### Pin map

Pins as bars across the die edge, other pins in gray.
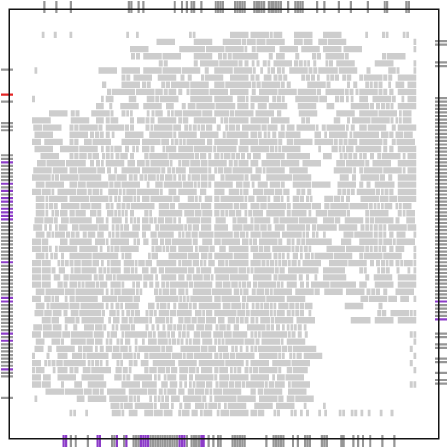
### Wiring by layer

Bar = 50 um.
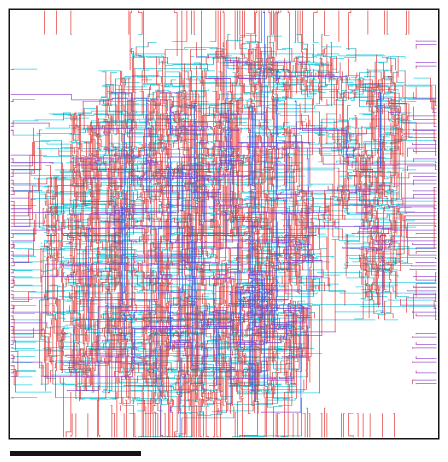
### Clock network drawn from the DEF

Bar = 50 um.
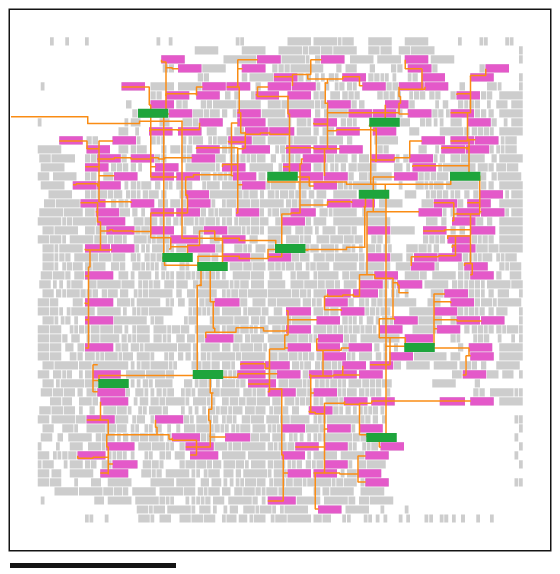
### M4 wires

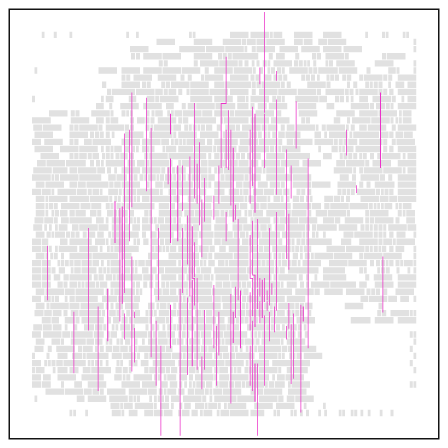
### Routing congestion

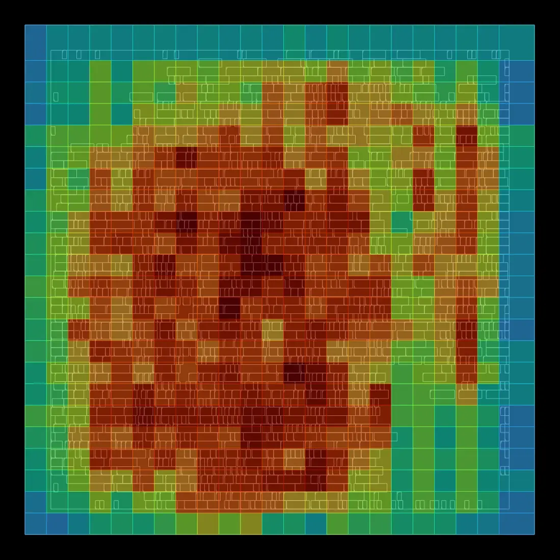
Design fetch_unit, sky130hd; sources not shown.
==> Changelog: implementation <==
### Changed

* Seq area share at 26.2%
* Setup slack of the most critical reg-to-reg path at -0.46 ns
* Worst IR drop on VDD at 0.703 mV
* Starting Density at 44.2%
* Row Count at 54
* GPL Wtd Cong at 0.981
* Main area contributors: sky130_fd_sc_hd__dfxtp_1 (42%), sky130_fd_sc_hd__o21ai_0 (10%), sky130_fd_sc_hd__a21oi_1 (9.3%), sky130_fd_sc_hd__nand2_1 (8.6%), sky130_fd_sc_hd__nor2_1 (6.2%)
* Sequential area share after synthesis at 42.2%
* Depth of the most critical reg-to-reg path at 9
* Critical path's top delay family: buffers and inverters
* Async set-reset flop share out of synthesis at 0%
* Core area at 0.0216 mm^2
* Flop count at 201
* Buffers from clock root to sink, at most at 3
* Mi-comb count at 967
* Class of the most critical setup path: reg -> reg
* Critical path startpoint category: flip-flop
* Max-Cap Viols at 0
* Inverter count of the layout excluding clock inverters at 79
* Post-route setup slack at -0.459 ns
* Minimum period implied by the final worst setup slack at 1.86 ns
* Clock-cell share of area at 2.33%
* DRT antenna net count at 0
* Synthesized area divided by synthesized cell count at 7.14 um^2
* Combined area of the multi-input logic cells at 0.00535 mm^2
* Critical Path AT at 2.26 ns
* Number of buffers other than clock buffers in the final layout at 392
* Number of enable flip-flop cells at 0
* Antenna violations before repair at 0
* Share of synthesized area spent on multiplexers at 0%
* Total congestion overflow after global routing at 0
* Number of nets in the finished design at 1756
* Library cell with the largest summed area after synthesis: sky130_fd_sc_hd__dfxtp_1
* Starting DRT DRC Count at 1460
* Fraction of the cycle the final worst path needs at 133%
* Met2 WL post-DR at 20000 um
* Share of cells above drive strength 1 at 32.1%
* Total clock sinks at 201
* Synth logic family: AND-OR/OR-AND gates
* First-pass GRT wire length at 59600 um
* Leak pwr at 6.35 nW
* Met3 wire length at 4080 um
* Maximum fanout encountered on the critical timing path at 9
* Top metal layer carrying routed signals: met4
* Post-CTS clock slew at the launch and capture registers of the worst setup and hold paths at 0.10 ns
* Failing checks: negative setup slack
* Fraction of synthesized cell area in xor and xnor cells at 0.368%
* Final cell area excluding filler cells at 0.0159 mm^2
* Total die size at 0.0266 mm^2
* Post-synthesis cell count from yosys at 1334
* Number of hold-slack violations in the final timing report at 0
* Tightest hold margin at 0.393 ns
* Clk_buf instances at 16
* Count of unique library cells instantiated by Yosys at 38
* Relative max-transition margin at 60.8%
* Netlist Area Pre-Place at 0.00953 mm^2
* Number of detailed-route iterations in the first pass at 6
* Maximum number of pins on one net before global-route repair at 97
* Synthesis area per yosys at 0.00953 mm^2
* CTS tree: built
* Outcome: complete, but fails checks
* Synth Area in Simple Gates at 19.8%
* Number of buffers inserted to repair setup after CTS at 52
* Post-CTS Hold Fix Bufs at 0
* TAP cells at 280
* Most instantiated library cell after synthesis: sky130_fd_sc_hd__nand2_1
* Largest cell class: multi-input combinational cells
* List of most frequent post-synthesis cells: sky130_fd_sc_hd__nand2_1 (217), sky130_fd_sc_hd__dfxtp_1 (201), sky130_fd_sc_hd__o21ai_0 (195)
* Slew Limit Fails at 0
* Cts bufs inserted at 12
* CP required at 1.80 ns
* Non-clock buffers, area share at 33.2%
* Class of the tightest hold or removal check: in -> reg
* Capturing element type of the critical path: flip-flop
* Achievable frequency at 538 MHz
* Transition at the pin with the smallest max-transition slack at 0.582 ns
* Yosys aoi share at 25.0%
* Count of boundary I/O pins at 266
* Top logic cell by instance count in the layout: sky130_fd_sc_hd__nand2_1
* Global-route track usage on met1 at 32.4%
* Filler cell count at 1375
* Number of vias per cell after detailed routing at 5.88
* Ys Warns at 0
* Cell-by-cell trace of the critical path: buf_6, buf_6, nor2_4, o21ai_1, nand3_4, clkinv_8, bufbuf_16, nand2_1, a31oi_1
* Area share of the largest cell type after synthesis at 42.2%
* Number of instances on the worst hold path at 3
* Total of endpoints with negative setup slack in the final report at 154
* Prevailing post-synth register cell: sky130_fd_sc_hd__dfxtp_1
* Dpl cell area at 0.0135 mm^2
* Sum of routed wire segments on met1 at 15100 um
* Storage cell area at 0.00415 mm^2
* Setup repair after global routing missed its margin: yes
* # H-tree levels at 1
* Remaining design rule violation count at 0
* Multi-input gate share of total cell area at 33.7%
* Cell area power density at 964 mW/mm^2
* Max stage delay cell, worst path: sky130_fd_sc_hd__dfxtp_4
* Area overhead of the layout relative to synthesis at 66.7%
* Adder-cell share of the synthesized area at 0.131%
* Slowest Stage Delay on Critical Path at 0.39 ns
* Half-perimeter wire length of the detailed placement result at 23400 um
* Number of global-route vias before repair at 11104
* Number of diodes added for antenna fixing at 0
* Buffering stage count on the worst path with inverters included at 4
* Clock root buffer: sky130_fd_sc_hd__clkbuf_16
* Dominant cell type by count on the critical path: sky130_fd_sc_hd__buf_6
* Final total power at 15.3 mW
* Path length in cells of the critical path at 9
* Count of port buffers added during placement at 201
* Number of gates resized after cts at 254
* Top library cells by usage in the layout, fill and taps aside: sky130_fd_sc_hd__nand2_1 (200), sky130_fd_sc_hd__dfxtp_1 (155), sky130_fd_sc_hd__a21oi_1 (140)
* FF+latch count, synth at 201
* Syn Inst Count at 1334
* OpenROAD warnings at 29
About 'Pin map':
color	port	pins	direction	edge
purple	ibus_addr	32	output	15 left, 15 bottom, 2 right
red	clk	1	input	left
all pins by edge	76 right, 73 bottom, 70 left, 47 top
overall die height: 163 um
horizontal die dimension: 163 um

About 'Wiring by layer':
color	layer	wire length
blue	M4	2460 um
red	M2	20000 um
purple	M3	4080 um
cyan	M1	15100 um
wire per inst: 21.5 um
Overall Global Routing Usage: 27.6%
routed wire length: 41600 um

About 'Clock network drawn from the DEF':
[magenta] flip-flops | count: 201
[orange] clock wires | length: 2210 um
[green] clock-net drivers | count: 12
routed clock nets	13
clock group total power: 3.77 mW
portion of total power attributed to the clock network: 24.6%
skew final: 0.0332 ns
Clock Latency Late Sink: 0.48 ns

About 'M4 wires':
share of all routed wire	5.9%
main direction	vertical
via count: 11376

About 'Routing congestion':
grt met2 use: 47.5%
met3 layer usage reported by global route: 5.49%
most used routing layer in global routing: met2

==> stage by stage <==
step                      setup TNS, ns  instances  utilization (%)  worst slack [ns]
final                            -32.94       1936             73.7            -0.459
after floorplan                   -1.97       1397                -            -0.162
after global placement           -88.90       1835             62.5            -0.549
after detailed placement        -101.38       1835             62.5            -0.596
after CTS                        -22.21       1920             71.2            -0.396
after global routing             -37.42       1936             73.7            -0.486
==> report_power, final <==
part / leakage (nW) / total (mW) / switching (mW) / internal (mW)
combinational: 4.51 / 5.31 / 3.45 / 1.86
sequential: 1.66 / 6.22 / 0.281 / 5.94
clock: 0.179 / 3.77 / 2.01 / 1.76
total: 6.35 / 15.3 / 5.74 / 9.56
Power and IR drop assume default switching activity.
